Fig. 1: sequential cells grouped by signal name
Bar = 10 µm.
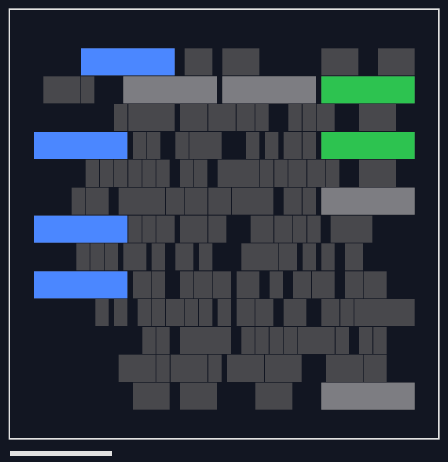
Fig. 2: the metal 1 layer
Bar = 10 µm. Supply wires on this layer in grey. Cells faint in the background.
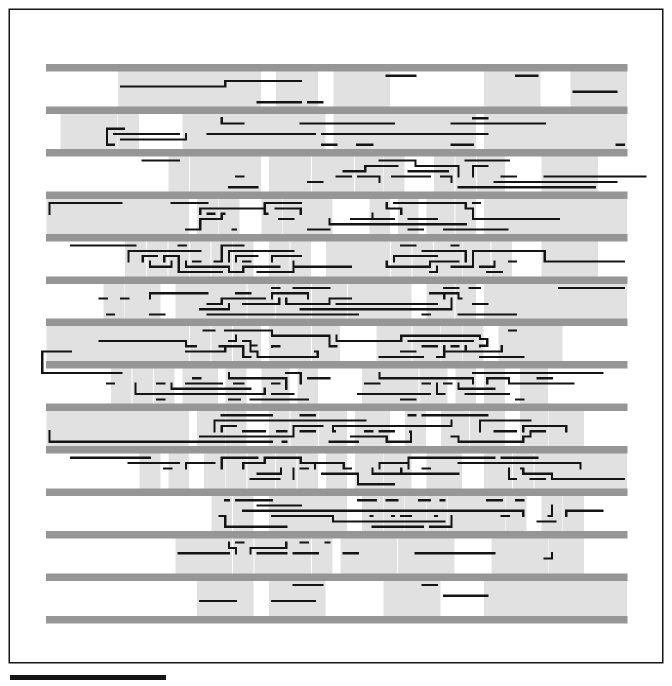
Fig. 3: congestion heat map
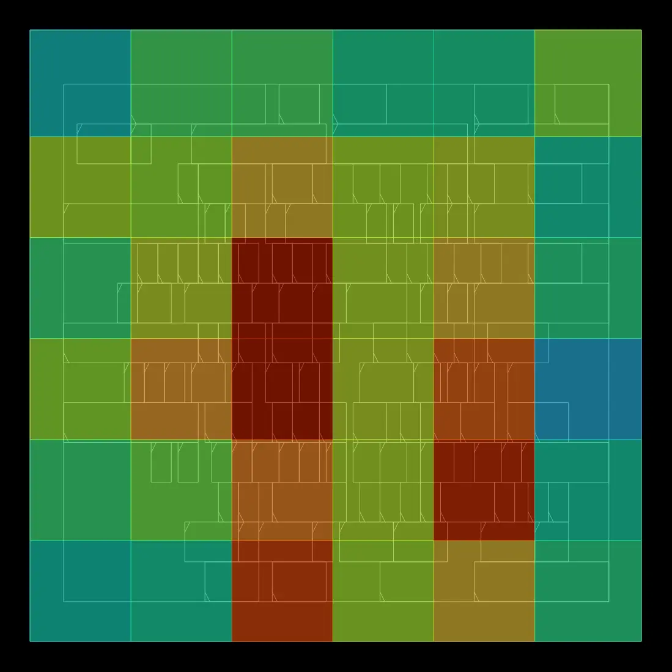
## src/rtl/cpstr_wrr_sched_if.sv

```systemverilog
// cpstr_wrr_sched_if: scheduler bus (i_req/i_weight/i_done from the TX manager, o_grant/o_grant_idx/o_grant_valid back)
interface cpstr_wrr_sched_if #(
  parameter int NUM_STREAMS = 2,
  parameter int WEIGHT_W = 4
);
  localparam int IDX_W = NUM_STREAMS > 1 ? $clog2(NUM_STREAMS) : 1;
  logic [NUM_STREAMS-1:0] i_req;
  logic [WEIGHT_W*NUM_STREAMS-1:0] i_weight;
  logic i_done;
  logic [NUM_STREAMS-1:0] o_grant;
  logic [IDX_W-1:0] o_grant_idx;
  logic o_grant_valid;
  modport master (output i_req, i_weight, i_done, input o_grant, o_grant_idx, o_grant_valid);
  modport slave (input i_req, i_weight, i_done, output o_grant, o_grant_idx, o_grant_valid);
endinterface

```

## src/rtl/cpstr_wrr_sched.sv

```systemverilog
// cpstr_wrr_sched: weighted round-robin burst scheduler; i_clk/i_rst (async high) plus bus (req/weight/done in, registered one-hot grant/idx/valid out)
module cpstr_wrr_sched #(
  parameter int NUM_STREAMS = 2,
  parameter int WEIGHT_W = 4
) (
  input logic i_clk,
  input logic i_rst,
  cpstr_wrr_sched_if.slave bus
);
  localparam int IDX_W = NUM_STREAMS > 1 ? $clog2(NUM_STREAMS) : 1;
  localparam int CW = IDX_W + 1;
  localparam logic [0:0] ST_IDLE = 1'b0;
  localparam logic [0:0] ST_GRANT = 1'b1;
  logic [0:0] state;
  logic [IDX_W-1:0] ptr;
  logic [WEIGHT_W-1:0] credit;
  logic [NUM_STREAMS-1:0] cand;
  logic [CW-1:0] pos;
  logic [IDX_W-1:0] sel;
  logic found;
  logic [WEIGHT_W-1:0] w_sel;
  logic [IDX_W-1:0] ptr_inc;
  always_comb begin
    cand = '0;
    for (int k = 0; k < NUM_STREAMS; k++)
      cand[k] = bus.i_req[k] && (bus.i_weight[k*WEIGHT_W +: WEIGHT_W] != '0);
    found = 1'b0;
    sel = '0;
    pos = '0;
    for (int i = 0; i < NUM_STREAMS; i++) begin
      pos = {1'b0, ptr} + CW'(i);
      pos = pos >= CW'(NUM_STREAMS) ? pos - CW'(NUM_STREAMS) : pos;
      if (!found && cand[pos[IDX_W-1:0]]) begin
        found = 1'b1;
        sel = pos[IDX_W-1:0];
      end
    end
    w_sel = bus.i_weight[sel*WEIGHT_W +: WEIGHT_W];
    ptr_inc = bus.o_grant_idx == IDX_W'(NUM_STREAMS-1) ? '0 : bus.o_grant_idx + IDX_W'(1);
  end
  always_ff @(posedge i_clk or posedge i_rst) begin
    if (i_rst) begin
      state <= ST_IDLE;
      ptr <= '0;
      credit <= '0;
      bus.o_grant <= '0;
      bus.o_grant_idx <= '0;
      bus.o_grant_valid <= 1'b0;
    end else if (state == ST_IDLE) begin
      if (found) begin
        state <= ST_GRANT;
        bus.o_grant <= NUM_STREAMS'(1) << sel;
        bus.o_grant_idx <= sel;
        bus.o_grant_valid <= 1'b1;
        if (!(sel == ptr && credit != '0)) begin
          ptr <= sel;
          credit <= w_sel;
        end
      end
    end else if (bus.i_done) begin
      state <= ST_IDLE;
      bus.o_grant <= '0;
      bus.o_grant_valid <= 1'b0;
      credit <= credit - WEIGHT_W'(1);
      if (credit == WEIGHT_W'(1)) ptr <= ptr_inc;
    end
  end
endmodule

```

## src/flat_wrapper.sv

```systemverilog
// flat-port wrapper written by rule: the top's interface ports become plain ports
module cpstr_wrr_sched_flat 
#(
  parameter int NUM_STREAMS = 2,
  parameter int WEIGHT_W = 4
)
  (i_clk, i_rst, bus_i_req, bus_i_weight, bus_i_done, bus_o_grant, bus_o_grant_idx, bus_o_grant_valid);
  cpstr_wrr_sched_if #(.NUM_STREAMS(NUM_STREAMS), .WEIGHT_W(WEIGHT_W)) bus_i ();
  input logic i_clk;
  input logic i_rst;
  input wire logic [$bits(bus_i.i_req)-1:0] bus_i_req;
  input wire logic [$bits(bus_i.i_weight)-1:0] bus_i_weight;
  input wire logic [$bits(bus_i.i_done)-1:0] bus_i_done;
  output wire logic [$bits(bus_i.o_grant)-1:0] bus_o_grant;
  output wire logic [$bits(bus_i.o_grant_idx)-1:0] bus_o_grant_idx;
  output wire logic [$bits(bus_i.o_grant_valid)-1:0] bus_o_grant_valid;
  assign bus_i.i_req = bus_i_req;
  assign bus_i.i_weight = bus_i_weight;
  assign bus_i.i_done = bus_i_done;
  assign bus_o_grant = bus_i.o_grant;
  assign bus_o_grant_idx = bus_i.o_grant_idx;
  assign bus_o_grant_valid = bus_i.o_grant_valid;
  cpstr_wrr_sched #(.NUM_STREAMS(NUM_STREAMS), .WEIGHT_W(WEIGHT_W)) u_core (.i_clk(i_clk), .i_rst(i_rst), .bus(bus_i));
endmodule
```

## config.mk

```make
export PLATFORM = sky130hd
export DESIGN_NAME = cpstr_wrr_sched_flat
export DESIGN_NICKNAME = d
export VERILOG_FILES = /design/src/rtl/cpstr_wrr_sched_if.sv /design/src/rtl/cpstr_wrr_sched.sv /design/src/flat_wrapper.sv
export SDC_FILE = /design/constraint.sdc
export NUM_CORES = 1
export LEC_CHECK = 0
export ABC_AREA = 1
export CAP_MARGIN = 20
export CORE_MARGIN = 2
export CORE_UTILIZATION = 51
export DETAILED_ROUTE_END_ITERATION = 8
export GPL_TIMING_DRIVEN = 0
export PLACE_DENSITY = 0.9
export SKIP_LAST_GASP = 1
export SLEW_MARGIN = 30
export SYNTH_ARGS = -nofsm -noshare
export SYNTH_HDL_FRONTEND = slang
export SYNTH_SLANG_ARGS = --single-unit
```

## constraint.sdc

```tcl
create_clock -name i_clk -period 2.6 [get_ports i_clk]
set_clock_uncertainty 0.2 [all_clocks]
set_input_delay 0.39 -clock i_clk [delete_from_list [all_inputs] [get_ports i_clk]]
set_output_delay 0.39 -clock i_clk [all_outputs]
set_load 0.01 [all_outputs]
```

==> impl_metrics.yaml <==
# yosys + openroad results
outcome:
  status: "finished clean"
drt:
  route.met2.wl_um: 745
  wl_met3_um: 50
  dr.pass1.iters: 5
  drc: 0
  finalWirelength_um: 1530
yosys:
  ys_sh_aoi: 0.0739
  ys_warn_count: 0
  fp_nets: 122
  synthMuxAreaShare: 0
  syn_inst: 107
  synthTopCellsByArea: "dfrtp_1, nand2_1, nand3_1, inv_1, nand2_4"
  syn_area_per_cell_um2: 6.81
  synth_cell_types: 18
  synth_seq_share: 0.344
  synth_chip_area_um2: 728
  simple_gate_area_frac: 0.421
pwr:
  ir_drop_mv: 0.509
  power_w: 0.000837
  p_sw_frac: 0.418
  pwr-share-clk: 0.179
  p_leak_nw: 0.518
final_timing:
  fmax_mhz: 574
  setup_violations: 0
  setup_ws_ps: 858
floorplanning:
  die_h_um: 41.8
  row_count: 13
  dieArea_um2: 1750
setup_path:
  path_max_fanout: 2
  crit_chain: "clkdlybuf4s50_1"
  path_class: "flop to primary output"
  r2r_start: "u_core.credit[0]"
  slowest_stage: "clkdlybuf4s50_1"
  required_ps: 2010
  critPathLaunchType: "flop"
  startpoint: "u_core.bus.o_grant[1]"
clock_tree:
  cts_tree: "yes"
  cts_root_buffer: "clkbuf_4"
  worstSkewPairLatency_ps: 280
  cts_resized: 0
placement:
  place_congestion: 0.837
job:
  maxCapViolCount: 0
cells_and_area:
  areaGrowthSynthToFinish_pct: 29.6
global_routing:
  grt_pass1_wl_um: 2680
  overflow: 0
Back to the opening pictures, Fig. 1:
signal	colour	sequential cells
`u_core.bus.o_grant`	green	2
`u_core.credit`	blue	4

Back to the opening pictures, Fig. 2:
share of all routed wire	45%
longest straight run	17.9 µm
main direction	horizontal
wire length on this layer	685 µm

Back to the opening pictures, Fig. 3:
M2 GR Usage: 0.338
GRT Util Overall: 0.199
met1 usage: 0.239
fin util: 0.716
Routed WL per cell: 10.8 µm

## cell usage after synthesis
cell	number
nand3_1	16
nand2_2	4
nor2_2	2
inv_4	2
nand2_4	3
nor2_1	3
o21ai_0	3
nand4_1	1
inv_1	18
a21oi_4	1
ha_1	2
o21a_1	1
a21oi_1	3
nand2_1	35
xor2_1	1
dfrtp_1	10
inv_2	1
or2_2	1
## metrics by stage
step	hold slack, ps	instances	cell area [µm²]	util
final	175	142	943	0.716
after global routing	266	142	943	0.716
after CTS	192	142	943	0.716
after detailed placement	278	138	907	0.689
after global placement	265	138	907	0.689
after floorplan	30.2	107	728	-
## placed cells by master (no fill, tap or decap), types with 3 or more instances in the layout
master | netlist | final
o21ai_0 | 3 | 3
nand2_1 | 35 | 35
nand3_1 | 16 | 16
inv_1 | 18 | 18
a21oi_1 | 3 | 3
nand2_2 | 4 | 4
clkdlybuf4s50_1 | 0 | 16
dfrtp_1 | 10 | 10
nand2_4 | 3 | 3
clkbuf_4 | 0 | 3
nor2_1 | 3 | 3
## final cells by class
class,count,area [µm²],area share
multi-input combinational,76,394,0.418
clock buffer,4,36.3,0.0385
timing repair buffer,16,160,0.170
tap,15,18.8,0.0199
sequential,10,250,0.265
inverter,21,83.8,0.0889
## cells by family after synthesis
| logic type | Yosys count |
|---|---|
| AND-OR/OR-AND | 8 |
| AND/OR/NAND/NOR | 65 |
| XOR/XNOR | 1 |
| buffers and inverters | 21 |
| flip-flops | 10 |
| adder cells (fa/ha/maj) | 2 |
## registers in the layout, summed over array words and instances (netlist names)
name                      flops
u_core.credit                 4
u_core.bus.o_grant            2
u_core.bus.o_grant_idx        1
u_core.bus.o_grant_valid      1
u_core.ptr                    1
u_core.state                  1
## path summary, 6_finish.rpt
check | to | slack, ps | depth (start not counted)
min reg2reg | u_core.bus.o_grant_valid | 300 | 1
min | u_core.credit[1] | 170 | 2
max | bus_o_grant[1] | 860 | 1
max in group asynchronous | u_core.bus.o_grant[0] | 1730 | 2
max reg2reg | u_core.credit[3] | 960 | 10
min in group i_clk | u_core.bus.o_grant_valid | 300 | 1
## routing by layer
layer  global-route usage  vias up
met1                0.239      336
met3               0.0261        9
met5                    0        -
li1                     -      372
met4                0.116        0
met2                0.338       24
## power groups by stage
stage / logic, W / clock network [W] / registers, W
final: 0.000420 / 0.000150 / 0.000267
after global routing: 0.000469 / 0.000156 / 0.000278
after CTS: 0.000420 / 0.000149 / 0.000267
after detailed placement: 0.000419 / 0 / 0.000270
after global placement: 0.000403 / 0 / 0.000266
after floorplan: 0.000285 / 0 / 0.000273
No activity file was given, so power comes from the tool's default toggle rates.
